### Cell sizes after repair, run 1

Scale: 6 px per micron.
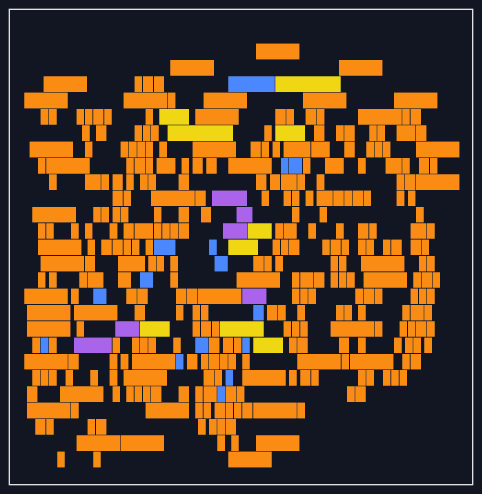
### Sequential cells grouped by signal name, run 1

Scale: 4 px per micron. Other sequential cells in the stronger gray, the rest of the logic in the fainter gray.
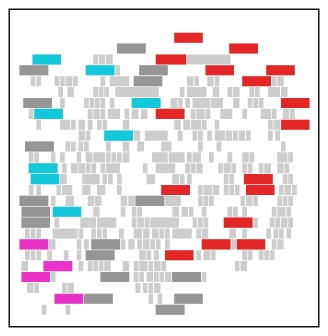
### Congestion heat map, run 1

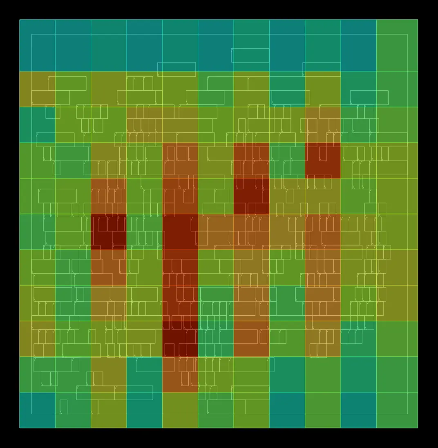
$ cat src/rtl/conware_pkg.sv
// Shared definitions for the conware frame controller: state encoding,
// frame counter width and a small state classification helper.
package conware_pkg;

  localparam int FRAME_CNT_W = 16;

  localparam logic [2:0] ENC_IDLE    = 3'd0;
  localparam logic [2:0] ENC_GRANT   = 3'd1;
  localparam logic [2:0] ENC_FETCH   = 3'd2;
  localparam logic [2:0] ENC_LOAD    = 3'd3;
  localparam logic [2:0] ENC_PRESENT = 3'd4;
  localparam logic [2:0] ENC_DONE    = 3'd5;

  typedef enum logic [2:0] {
    ST_IDLE    = ENC_IDLE,
    ST_GRANT   = ENC_GRANT,
    ST_FETCH   = ENC_FETCH,
    ST_LOAD    = ENC_LOAD,
    ST_PRESENT = ENC_PRESENT,
    ST_DONE    = ENC_DONE
  } state_e;

  // A frame is in progress from the first row fetch through the done cycle.
  function automatic logic is_busy(state_e s);
    return (s == ST_FETCH) || (s == ST_LOAD) || (s == ST_PRESENT) || (s == ST_DONE);
  endfunction

endpackage

$ cat src/rtl/conware_frame_ctrl.sv
// Frame render controller: arbitrates board memory between the generation
// engine and the row streamer, reads one row at a time and hands each row
// word to the serializer with a valid/ready handshake.
//
// state   | meaning
// --------+-----------------------------------------------------------
// IDLE    | no frame in flight, memory free
// GRANT   | board memory owned by generation engine
// FETCH   | read strobe for current row
// LOAD    | read data returning, captured into out_data at cycle end
// PRESENT | row word offered to serializer until accepted
// DONE    | one-cycle frame completion, frame counter bumps
module conware_frame_ctrl
  import conware_pkg::*;
#(
  parameter int WIDTH  = 4,
  parameter int HEIGHT = 4,
  parameter int AWIDTH = 8
) (
  input  logic                   clk,
  input  logic                   rstn,
  input  logic                   start,
  input  logic                   continuous,
  input  logic                   compute_req,
  output logic                   compute_gnt,
  output logic [AWIDTH-1:0]      mem_addr,
  output logic                   mem_rd_en,
  input  logic [WIDTH-1:0]       mem_rd_data,
  output logic [WIDTH-1:0]       out_data,
  output logic                   out_valid,
  input  logic                   out_ready,
  output logic                   frame_busy,
  output logic                   frame_done,
  output logic [FRAME_CNT_W-1:0] frame_count
);

  localparam logic [AWIDTH-1:0] LAST_ROW = AWIDTH'(HEIGHT - 1);

  state_e                   state_q, state_d;
  logic [AWIDTH-1:0]        row_q, row_d;
  logic                     pending_q, pending_d;
  logic [FRAME_CNT_W-1:0]   frame_count_q;
  logic [WIDTH-1:0]         out_data_q;
  logic                     out_valid_q;
  logic                     mem_rd_en_q;
  logic [AWIDTH-1:0]        mem_addr_q;
  logic                     compute_gnt_q;
  logic                     frame_done_q;
  logic                     frame_busy_q;

  // Next-state, row index and pending-start decisions.
  always_comb begin
    state_d   = state_q;
    row_d     = row_q;
    pending_d = pending_q;
    // A start that cannot be served right now is remembered once.
    if (start && (state_q != ST_IDLE)) pending_d = 1'b1;
    case (state_q)
      ST_IDLE: begin
        if (compute_req) begin
          state_d = ST_GRANT;
          if (start) pending_d = 1'b1;
        end else if (start || pending_q) begin
          state_d   = ST_FETCH;
          row_d     = '0;
          pending_d = 1'b0;
        end
      end
      ST_GRANT: begin
        if (!compute_req) state_d = ST_IDLE;
      end
      ST_FETCH:   state_d = ST_LOAD;
      ST_LOAD:    state_d = ST_PRESENT;
      ST_PRESENT: begin
        if (out_ready) begin
          if (row_q == LAST_ROW) begin
            state_d = ST_DONE;
          end else begin
            state_d = ST_FETCH;
            row_d   = row_q + 1'b1;
          end
        end
      end
      ST_DONE: begin
        // Compute requests win; going through IDLE lets the grant follow.
        if (compute_req) begin
          state_d = ST_IDLE;
        end else if (continuous || pending_q) begin
          state_d   = ST_FETCH;
          row_d     = '0;
          pending_d = start;
        end else begin
          state_d = ST_IDLE;
        end
      end
      default: state_d = ST_IDLE;
    endcase
  end

  // State, counters and registered outputs derived from the next state.
  always_ff @(posedge clk) begin
    if (!rstn) begin
      state_q       <= ST_IDLE;
      row_q         <= '0;
      pending_q     <= 1'b0;
      frame_count_q <= '0;
      out_data_q    <= '0;
      out_valid_q   <= 1'b0;
      mem_rd_en_q   <= 1'b0;
      mem_addr_q    <= '0;
      compute_gnt_q <= 1'b0;
      frame_done_q  <= 1'b0;
      frame_busy_q  <= 1'b0;
    end else begin
      state_q       <= state_d;
      row_q         <= row_d;
      pending_q     <= pending_d;
      mem_rd_en_q   <= (state_d == ST_FETCH);
      mem_addr_q    <= (state_d == ST_FETCH) ? row_d : '0;
      out_valid_q   <= (state_d == ST_PRESENT);
      compute_gnt_q <= (state_d == ST_GRANT);
      frame_done_q  <= (state_d == ST_DONE);
      frame_busy_q  <= is_busy(state_d);
      if (state_q == ST_LOAD) out_data_q <= mem_rd_data;
      if (state_d == ST_DONE) frame_count_q <= frame_count_q + 1'b1;
    end
  end

  assign compute_gnt = compute_gnt_q;
  assign mem_addr    = mem_addr_q;
  assign mem_rd_en   = mem_rd_en_q;
  assign out_data    = out_data_q;
  assign out_valid   = out_valid_q;
  assign frame_busy  = frame_busy_q;
  assign frame_done  = frame_done_q;
  assign frame_count = frame_count_q;

endmodule

$ cat config.mk
export PLATFORM = sky130hd
export DESIGN_NAME = conware_frame_ctrl
export DESIGN_NICKNAME = d
export VERILOG_FILES = /design/src/rtl/conware_pkg.sv /design/src/rtl/conware_frame_ctrl.sv
export SDC_FILE = /design/constraint.sdc
export NUM_CORES = 1
export LEC_CHECK = 0
export ABC_AREA = 1
export CORE_AREA = 2 2 75 77
export DETAILED_ROUTE_END_ITERATION = 8
export DIE_AREA = 0 0 77 79
export DONT_BUFFER_PORTS = 1
export GPL_TIMING_DRIVEN = 0
export PLACE_DENSITY = 0.66
export SYNTH_ARGS = -nofsm -noshare
export SYNTH_HDL_FRONTEND = slang
export SYNTH_SLANG_ARGS = --single-unit
$ cat constraint.sdc
create_clock -name clk -period 2 [get_ports clk]
set_input_delay 0.3 -clock clk [delete_from_list [all_inputs] [get_ports clk]]
set_output_delay 0.3 -clock clk [all_outputs]
set_load 0.01 [all_outputs]
==> run notes, run 1 <==
Figures from the implementation reports.

- Looking at the clock tree report, the root buffer type is sky130_fd_sc_hd__clkbuf_8.
- The clock period minus worst slack reads ~1.7 ns.
- The design has 45 sequential cells.
- The number of antenna violations at the first check in global routing is 0.
- On the worst path, the slowest cell contributes a delay of 0.41 ns.
- The signal on the critical path passes through ha_1 -> inv_1 -> nor2_1 -> nand3_2 -> nand2_4 -> nand2_4 -> buf_6 -> nand2_1 -> a21oi_1.
- The synthesized cell area reads 2293 sq um.
- The timing report gives the worst reg2reg path a setup slack of 0.33 ns.
- The power report attributes to the combinational group a share of 0.080.
- The floorplan step set the die width to approximately 77 microns.
- In the finished design, the share of the clock period the worst path needs comes to 0.8335.
- The multi-input combinational cell count reads around 260.
- The simple-gate portion of the synthesized area reads 0.4043.
- The total DRC errors in the routed layout is 0.
- After its last routability iteration, the placer logged a weighted congestion of 0.8227.
- The wire length on met3 is 266 microns.
- The standard-cell row count is 27.
- The mean instance size in the synthesized netlist reads 6.609 sq um.
- For reference, the mux area share after synthesis is 0.
- The clock network latency to the later pin of the worst-skew pair reads 0.30 ns.
- The total combinational power is 0.151 mW.
- After detailed routing, the total wire length is 5202 microns.
- The number of instances in the synthesized netlist reads 347.
- The synthesis warning total reads 0.
- The number of buffers inserted by post-CTS setup repair reads 0.
- Cell internal power was estimated by the tool at 1.451 mW.
- The number of max-capacitance violations reported is 0.
- The group with the largest share of power reads sequential cells.
- The main flop type after synthesis is sky130_fd_sc_hd__dfxtp_1.
- Measured against its own limit, the worst slew margin works out to 0.6168.
- The number of cells reported by Yosys stat comes to 347.
- The power spent charging and discharging nets reads 0.4350 mW.
- The port buffer count is 0.
- The most repeated cell in the gate-level netlist after synthesis reads sky130_fd_sc_hd__nand2_1.
- Of all nets on the critical path, the largest fanout is 10.
- Counting flops with an async set or reset pin after synthesis yields a share of 0.
- The number of sinks driven by the clock tree is roughly 45.
- In the finished layout, the clock tree contains a buffer count of 5.
- The relative contribution of sequential cells to total power is 0.495.
- The clock transition at the registers of the reported paths reads 0.08 ns.
- For this block, the initial DRC count from the detailed router was 109.
- The number of CTS-inserted buffers is 5.
- The total tool warning count is 26.
- The setup TNS is 0 ns.
- The endpoint of the worst-slack reg-to-reg timing path reads frame_count[7].
- The maximum number of pins on one net before global-route repair reads 15.
- The number of different library cells in the post-synthesis netlist is 26.
- The path type of the worst setup path is register to register.
- The number of instances in the placed design reads 419.
- The AND-OR/OR-AND share of the synthesized area is 0.1009.
- The timing report shows the most common cell along the critical path to be sky130_fd_sc_hd__nand2_4.
- The layout report lists the non-clock buffer share of cell area as 0.01192.
- The total cell area at the placement stage is 2384 sq um.
- The leakage component of the power is between 0.9 and 1 nW.
- The worst setup path endpoint is frame_count[7].
- The main area contributors are sky130_fd_sc_hd__dfxtp_1 (39%), sky130_fd_sc_hd__nand2_1 (18%), sky130_fd_sc_hd__nor2_1 (9.0%).
- Leaving out fill and tap cells, the most frequent cells in the layout are sky130_fd_sc_hd__nand2_1 (107), sky130_fd_sc_hd__nor2_1 (55), sky130_fd_sc_hd__dfxtp_1 (44).
- The met1 routed wirelength after detailed routing reads between 2000 and 2500 microns.
- The transition time at the pin with the least slew margin reads 0.5748 ns.
- The first global-routing pass estimated 8914 microns of wire.
- The via count reads about 2100.
- The combined buffer and inverter count along the critical path is 2.
- The worst vdd rail ir drop reads between 0.4 and 0.5 mV.
- Setup repair after global routing left no endpoint under its margin.
- The antenna diode instance count reads 0.
- The run finished with clean final reports.
- The largest family of logic cells by area reads simple AND/OR/NAND/NOR gates.
- The core area is between 5000 and 6000 sq um.
- By count the netlist is led by sky130_fd_sc_hd__nand2_1 (107), sky130_fd_sc_hd__nor2_1 (55), sky130_fd_sc_hd__dfxtp_1 (45).
- The required time at the worst endpoint is listed as between 2 and 2.5 ns.
- The worst reg-to-reg path cell count is 9.
- The finished design was reported to have a net count of 366.
- The met3 usage in global routing is 0.04205.
- The number of synthesized flops with an enable pin reads 0.
- The highest metal layer with signal wires reads met4.
- The combined area of the multi-input logic cells is 1227 sq um.
- Endpoints failing hold in the final report were tallied at 0.
- The sequential share of the synthesized area is 0.3928.
- The effective utilization at floorplan is 0.4297.
- The critical register-to-register path startpoint is row_q[1].
- The logic share of the area is 0.4873.
- The tally of nets with antenna violations remaining after routing is 0.
- The cell family contributing the most delay on the critical path is simple AND/OR/NAND/NOR gates.
- The top cell type's share of synthesized area reads 0.3928.
- In this run the worst setup path begins at row_q[1].
- The number of vias per cell after detailed routing reads 4.890.
Notes on 'Cell sizes after repair' above:
drive 6 and up: in yellow, cells 9, most used clkbuf_8. drive 2: in blue, cells 15, most used inv_2. drive 1 or less: in orange, cells 325, most used nand2_1. drive 3 to 4: in purple, cells 6, most used nand2_4.
final instance area: 2519 sq um
layout buffer count excluding clock buffers: 5
post-layout worst setup margin: 0.3331 ns
area overhead of the layout relative to synthesis: 9.820%

Notes on 'Sequential cells grouped by signal name' above:
`out_data`: in magenta, flops 4, where bottom left. `frame_count`: in red, flops 16. `row_q`: in cyan, flops 8.
Another 17 sequential cells are not colored.
sequential-cell power consumption: 0.933 mW
flip-flop and latch share of the layout cell area: 0.3582
Reg area: 902.1 sq um
Core Util, Final: 0.4719

Notes on 'Congestion heat map' above:
GRT met1 Usage: 0.2229
global router's overall resource usage: 0.1800
GR Layer Usage met2: 0.3070
highest-utilization routing layer at the global route stage: met2
Wirelength per Cell: 12.18 microns

--- run 2 (diff from run 1) ---
- clock period: 2 -> 1.68 ns (I/O delays scaled with it)
==> run notes, run 2 <==
Figures from the implementation reports.

- The effective utilization at floorplan reads 0.4297 (unchanged).
- The combined buffer and inverter count along the critical path is 2 (unchanged).
- The net total in the final layout came to 371 (+1.4%).
- The transition time at the pin with the least slew margin is 0.5660 ns (-0.008857 ns).
- The clock period minus worst slack is 1.588 ns (-0.07881 ns).
- The clock transition at the registers of the reported paths was 0.08 ns (about the same).
- The final routed wire length divided by cell count reads 12.36 microns (+1.4%).
- The number of different library cells in the post-synthesis netlist is 26 (unchanged).
- The flop count reads 45 (unchanged).
- The number of max-capacitance violations reported reads 0 (unchanged).
- The count of clock buffers in the final design is 5 (unchanged).
- The mux contribution to synthesized area reads 0 (unchanged).
- The total DRC errors in the routed layout is 0 (unchanged).
- The number of vias per cell after detailed routing is 4.882 (-0.16%).
- The simple-gate portion of the synthesized area reads 0.4043 (unchanged).
- The internal power reads 1.731 mW (+19%).
- The AND-OR/OR-AND share of the synthesized area is 0.1009 (unchanged).
- Setup repair after global routing left no endpoint under its margin.
- The delay of the slowest cell on the worst path was 0.37 ns (-0.04 ns).
- The fraction of met1 tracks used by global routing is 0.2229 (unchanged).
- The mean instance size in the synthesized netlist reads 6.609 sq um (unchanged).
- The sequential share of the synthesized area reads 0.3928 (unchanged).
- The met2 layer usage reported by global route is 0.3070 (unchanged).
- The total tool warning count reads 26 (unchanged).
- The worst vdd rail ir drop reads 0.5375 mV (+19%).
- The met1 routed wirelength after detailed routing reads 2477 microns (+3.9%).
- The number of sinks driven by the clock tree is 45 (unchanged).
- The leakage component of the power reads 1.018 nW (+2.2%).
- The cell count listed in synth_stat.txt was 347 (unchanged).
- The worst reg-to-reg path cell count was 8 (-1).
- Looking at the group totals, the largest power group turns out to be sequential cells.
- The final report lists a non-filler cell total of about 430.
- The cell family contributing the most delay on the critical path is simple AND/OR/NAND/NOR gates.
- The standard-cell row count reads 27 (unchanged).
- The number of synthesized flops with an enable pin is 0 (unchanged).
- The tally of nets with antenna violations remaining after routing is 0 (unchanged).
- The combined area of the multi-input logic cells is 1246 sq um (+1.5%).
- The global-route total usage across every layer is 0.1800 (unchanged).
- Yosys attributes the largest share of cell area to sky130_fd_sc_hd__dfxtp_1 (39%), sky130_fd_sc_hd__nand2_1 (18%), sky130_fd_sc_hd__nor2_1 (9.0%).
- The met3 usage in global routing reads 0.04205 (unchanged).
- The routability congestion estimate from global placement came to 0.8227 (unchanged).
- The largest family of logic cells by area reads simple AND/OR/NAND/NOR gates.
- The total cell area at the placement stage was 2384 sq um (unchanged).
- The min-delay analysis places its worst path in the category input port to register.
- The logic share of the area was 0.4844 (-0.002895).
- The synthesis warning total reads 0 (unchanged).
- The largest fanout of any net on the critical path reads 5 (-5).
- The power spent charging and discharging nets reads 0.5158 mW (+19%).
- The share of total power in combinational logic is 0.082 (+0.002).
- Per the detail_route log, the uppermost layer with routed signals is met4.
- The flow ran to the end, and the final reports show no timing, DRC or antenna violations.
- The number of hold violations in the final report is 0 (unchanged).
- The endpoint of the worst-slack reg-to-reg timing path reads frame_count[15].
- The top cell type's share of synthesized area is 0.3928 (unchanged).
- The root buffer cell chosen for the clock tree is sky130_fd_sc_hd__clkbuf_8.
- The core area came to 5338 sq um (unchanged).
- For reference, the critical path cell chain is ha_1 -> inv_1 -> nor2_1 -> nand3_2 -> buf_4 -> a21oi_2 -> nand2_1 -> a21oi_1.
- The number of instances in the synthesized netlist reads 347 (unchanged).
- The multi-input combinational cell count reads 262 (+0.38%).
- The worst endpoint required time reads 1.90 ns (-0.26 ns).
- The via count of the first global-routing pass came to between 2000 and 2500.
- Per STA, the startpoint of the critical path is row_q[0].
- By count the netlist is led by sky130_fd_sc_hd__nand2_1 (107), sky130_fd_sc_hd__nor2_1 (55), sky130_fd_sc_hd__dfxtp_1 (45).
- The post-layout period usage of the worst path is 0.9453 (+0.1118).
- The worst setup path endpoint reads frame_count[15].
- The number of antenna violations at the first check in global routing is 0 (unchanged).
- The number of buffers inserted by post-CTS setup repair is 0 (unchanged).
- The relative contribution of sequential cells to total power came to 0.495 (about the same).
- The number of CTS-inserted buffers reads 5 (unchanged).
- The setup TNS came to 0 ns (unchanged).
- The clock network latency to the later pin of the worst-skew pair is 0.30 ns (about the same).
- The wire length of the first global-routing pass is 8914 microns (unchanged).
- The setup slack on the worst flop-to-flop path is 0.09 ns (-0.24 ns).
- The width of the chip reads 77 microns (unchanged).
- The total combinational power is 0.185 mW (+23%).
- The layer with the highest usage reads met2.
- The port buffer count came to 0 (unchanged).
- The maximum number of pins on one net before global-route repair came to 15 (unchanged).
- The share of flip-flops with an asynchronous set or reset after synthesis came to 0 (unchanged).
- The fraction of area in registers reads 0.3526 (-0.005545).
- The headroom to the max-slew limit reads 0.6227 (+0.005905).
- Leaving out fill and tap cells, the most frequent cells in the layout are sky130_fd_sc_hd__nand2_1 (107), sky130_fd_sc_hd__nor2_1 (53), sky130_fd_sc_hd__dfxtp_1 (40).
- The path type of the worst setup path reads register to register.
- The most repeated cell in the gate-level netlist after synthesis reads sky130_fd_sc_hd__nand2_1.
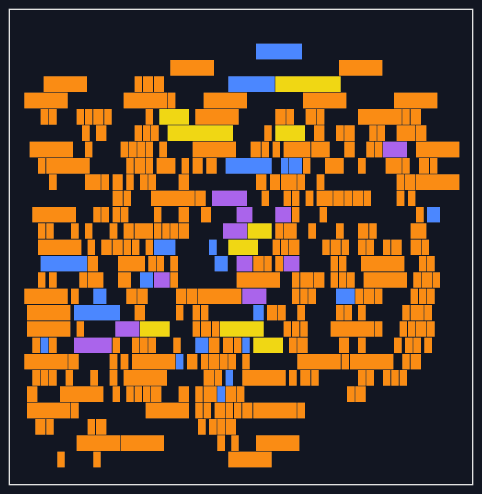
*Cell sizes after repair, run 2*
Scale: 6 px per micron.
final instance area: 2572 sq um
post-layout worst setup margin: 0.09188 ns
layout buffer count excluding clock buffers: 9
area overhead of the layout relative to synthesis: 12.17%

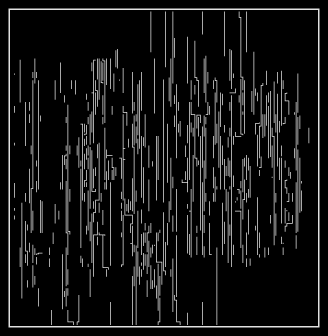
*Signal wires on met2, run 2*
Scale: 4 px per micron.
The longest straight run is 42.8 microns. 268 nets have wire on it. The layer carries 2590 microns of wire.
Via Count: 2109
routed wire length: 5338 microns

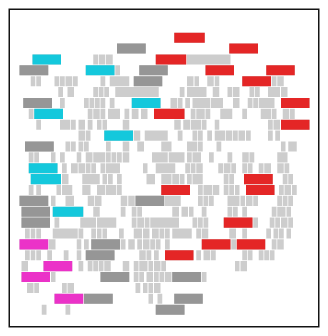
*Sequential cells grouped by signal name, run 2*
Scale: 4 px per micron. Other sequential cells in the stronger gray, the rest of the logic in the fainter gray.
`frame_count`: in red, flops 16. `row_q`: in cyan, flops 8. `out_data`: in magenta, flops 4, where bottom left.
Another 17 sequential cells are not colored.
Core Util, Final: 0.4820
Reg area: 907.1 sq um
sequential-cell power consumption: 1.11 mW

--- run 3 (diff from run 2) ---
- REMOVE_ABC_BUFFERS: default -> 1
==> run notes, run 3 <==
Figures from the implementation reports.

- The setup TNS is 0 ns (unchanged).
- The fraction of area in registers reads 0.3689 (+0.01625).
- The leakage component of the power came to 0.9650 nW (-5.2%).
- The routed wire length was 4823 microns (-9.6%).
- The total DRC errors in the routed layout reads 0 (unchanged).
- The total tool warning count reads 25 (-3.8%).
- The most common logic cells in the final layout are sky130_fd_sc_hd__nand2_1 (107), sky130_fd_sc_hd__nor2_1 (53), sky130_fd_sc_hd__dfxtp_1 (37).
- The endpoint of the worst-slack reg-to-reg timing path is frame_count[10].
- The clock network latency to the later pin of the worst-skew pair came to 0.30 ns (about the same).
- The worst setup path endpoint reads frame_count[10].
- Counting instances, the worst hold path has a depth of 2.
- The mean instance size in the synthesized netlist is 6.609 sq um (unchanged).
- The multi-input combinational cell count came to 261 (-0.38%).
- The category of the worst setup path launch point reads a register.
- The layout filler cell count reads 586.
- The global route total overflow reads 0.
- The routability congestion estimate from global placement reads 0.8584 (+4.3%).
- The post-synthesis share of cell area spent on xor and xnor gates reads 0.01909.
- The met1 routed wirelength after detailed routing is 2233 microns (-9.9%).
- The worst endpoint required time reads 1.82 ns (-0.08 ns).
- The post-cts repair resize count reads 2.
- The combined area of the multi-input logic cells reads 1237 sq um (-0.70%).
- The final instance area is 2476 sq um (-3.7%).
- The maximum number of pins on one net before global-route repair is 30 (+15).
- The wire length on met2 is 2192 microns.
- The transition time at the pin with the least slew margin came to 0.9365 ns (+0.3705 ns).
- The simple-gate portion of the synthesized area reads 0.4043 (unchanged).
- The count of non-filler cells in the finished layout came to 423 (-2.1%).
- The clock transition at the registers of the reported paths came to 0.08 ns (about the same).
- The layer with the highest usage reads met2.
- The most repeated cell in the gate-level netlist after synthesis reads sky130_fd_sc_hd__nand2_1.
- The root cell of the clock tree is sky130_fd_sc_hd__clkbuf_8.
- The final-report max-slew violation count is 0.
- The number of top-level pins is 43.
- The mux contribution to synthesized area reads 0 (unchanged).
- The sequential share of the synthesized area is 0.3928 (unchanged).
- The chip area reads approximately 6000 sq um.
- The core area reads 5338 sq um (unchanged).
- The global-route total usage across every layer is 0.1751 (-0.004898).
- The group that draws the most power in this run is sequential cells.
- The number of vias per cell after detailed routing is 4.856 (-0.54%).
- The floorplan report lists the tap cell count as 72.
- By area, the combinational part of the netlist is dominated by simple AND/OR/NAND/NOR gates.
- The width of the chip came to 77 microns (unchanged).
- The post-layout period usage of the worst path reads 0.9006 (-0.04474).
- The antenna diode instance count is 0.
- In this run the critical path is formed by ha_1 -> inv_1 -> nor2_1 -> nand3_2 -> nand2_4 -> nand2_4 -> nand2_1 -> a21oi_1.
- The power spent charging and discharging nets is 0.4918 mW (-4.6%).
- The number of different library cells in the post-synthesis netlist reads 26 (unchanged).
- The maximum level of the CTS H-tree reads 2.
- The number of hold violations in the final report is 0 (unchanged).
- The net total in the final layout is 362 (-2.4%).
- The internal power is 1.429 mW (-17%).
- Sorting the synthesized cells by area gives the leading types as sky130_fd_sc_hd__dfxtp_1 (39%), sky130_fd_sc_hd__nand2_1 (18%), sky130_fd_sc_hd__nor2_1 (9.0%).
- The via count is 2054 (-2.6%).
- The clock tree from TritonCTS is built.
- The number of antenna violations at the first check in global routing is 0 (unchanged).
- The standard-cell row count came to 27 (unchanged).
- The total cell area at the placement stage is 2354 sq um (-1.3%).
- The reported sequential group power reads 1.11 mW (about the same).
- The area fraction of clock buffers and clock inverters is 0.03234.
- The most critical setup path has its startpoint at row_q[1].
- The number of max-capacitance violations reported was 0 (unchanged).
- In this run, placement finished with an instance count of 414.
- The wire length of the first global-routing pass reads 8542 microns (-4.2%).
- The logic share of the area came to 0.4997 (+0.01531).
- The deepest clock path buffer count reads 2.
- The delay of the slowest cell on the worst path is 0.36 ns (about the same).
- The count of hold-fix buffers inserted at cts is 0.
- The number of synthesized flops with an enable pin came to 0 (unchanged).
- The setup slack on the worst flop-to-flop path is 0.17 ns (+0.08 ns).
- The cell count listed in synth_stat.txt reads 347 (unchanged).
- The sequential cell area in the final layout is 913.4 sq um (+0.69%).
- The via count of the first global-routing pass reads 1936 (-5.1%).
- Setup repair after global routing left no endpoint under its margin.
- The clock period minus worst slack reads 1.513 ns (-0.07516 ns).
- The total combinational power is 0.171 mW (-8%).
- In this run, power in the clock network comes to approximately 0.64 mW.
- The effective utilization at floorplan was 0.4297 (unchanged).
- The flop count reads 45 (unchanged).
- The tally of nets with antenna violations remaining after routing reads 0 (unchanged).
- The worst hold path startpoint is rstn.
- The pre-CTS setup slack reads -0.1278 ns.
- The port buffer count reads 0 (unchanged).
- The path type of the worst setup path reads register to register.
- The number of instances in the synthesized netlist reads 347 (unchanged).
- The count of clock buffers in the final design is 8 (+3).
- The headroom to the max-slew limit is 0.3750 (-0.2477).
- The combined buffer and inverter count along the critical path was 1 (-1).
- The number of CTS-inserted buffers is 5 (unchanged).
- The number of sinks driven by the clock tree reads 45 (unchanged).
- The AND-OR/OR-AND share of the synthesized area is 0.1009 (unchanged).
- The run finished with clean final reports.
- The relative contribution of sequential cells to total power reads 0.578 (+0.083).
- The power density of the placed cells is 775.9 nW/um^2.
- The highest metal layer with signal wires is met4.
- The end of the worst hold path is row_q[1].
- The most used cell along the critical path reads sky130_fd_sc_hd__nand2_4.
- The tightest hold path in the finished design has a slack of 0.05246 ns.
- The synthesis warning total is 0 (unchanged).
- According to the hold report, the worst path is of the input port to register type.
- The top cell type's share of synthesized area reads 0.3928 (unchanged).
- The layout summary lists the proportion of cells stronger than drive strength 1 as 0.09972.
- In the synthesized netlist, the cells that appear most often are sky130_fd_sc_hd__nand2_1 (107), sky130_fd_sc_hd__nor2_1 (55), sky130_fd_sc_hd__dfxtp_1 (45).
- The worst vdd rail ir drop is 0.5920 mV (+10%).
- The synthesized cell area reads 2293 sq um.
- The number of buffers inserted by post-CTS setup repair reads 0 (unchanged).
- The share of total power in combinational logic is 0.089 (+0.007).
- The cell family contributing the most delay on the critical path is simple AND/OR/NAND/NOR gates.
- The wire length on met3 reads around 320 microns.
- The share of flip-flops with an asynchronous set or reset after synthesis is 0 (unchanged).
- The leading cell type in the layout, fill and taps excluded reads sky130_fd_sc_hd__nand2_1.
- The number of violations reported at the end of detailed-routing iteration 0 is about 90.
- The largest fanout of any net on the critical path came to 16 (+11).
- The clock network power share reads 0.333.
- The estimated wirelength of the detail-placed design reads 3488 microns.
- The worst reg-to-reg path cell count is 8 (unchanged).
- The Yosys chip area is 2293 sq um.
- The arithmetic-cell share of the synthesized area counting full adders, half adders and majority gates is 0.01091.
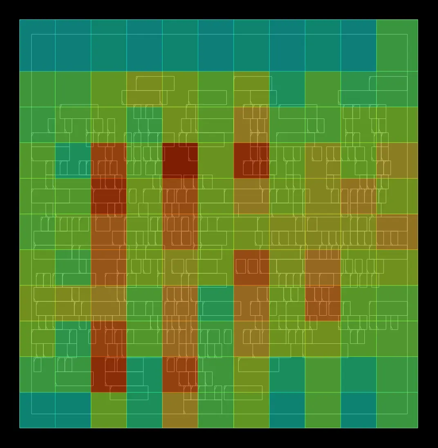
*Congestion heat map, run 3*
Wirelength per Cell: 11.40 microns
Core Util, Final: 0.4639
global-route met3 utilization: 0.05682
GR Layer Usage met2: 0.2930
GRT met1 Usage: 0.2057

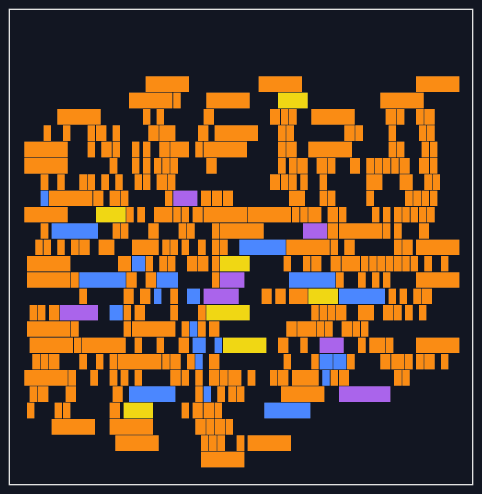
*Cell sizes after repair, run 3*
Scale: 6 px per micron.
drive 1 or less: in orange, cells 316, most used nand2_1. drive 6 and up: in yellow, cells 7, most used clkbuf_8. drive 2: in blue, cells 21. drive 3 to 4: in purple, cells 7.
area overhead of the layout relative to synthesis: 7.965%
post-layout worst setup margin: 0.1670 ns
layout buffer count excluding clock buffers: 1

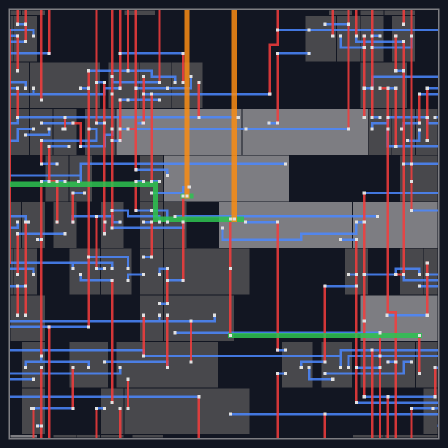
*A small window of the routed layout, run 3*
Window x 26 to 51, y 27 to 52 microns. Cells in gray, sequential cells in the stronger gray; small squares are vias.
met1: in blue. met4: in orange. met3: in green. met2: in red.
52 logic cells have their middle in the window. Most frequent: nand2_1 (13), nor2_1 (7), inv_1 (6). Netlist names of flops here include `frame_count` (3), `row_q` (2). Sequential cells in the window: 6.

Power is estimated from default activity; no workload was simulated.
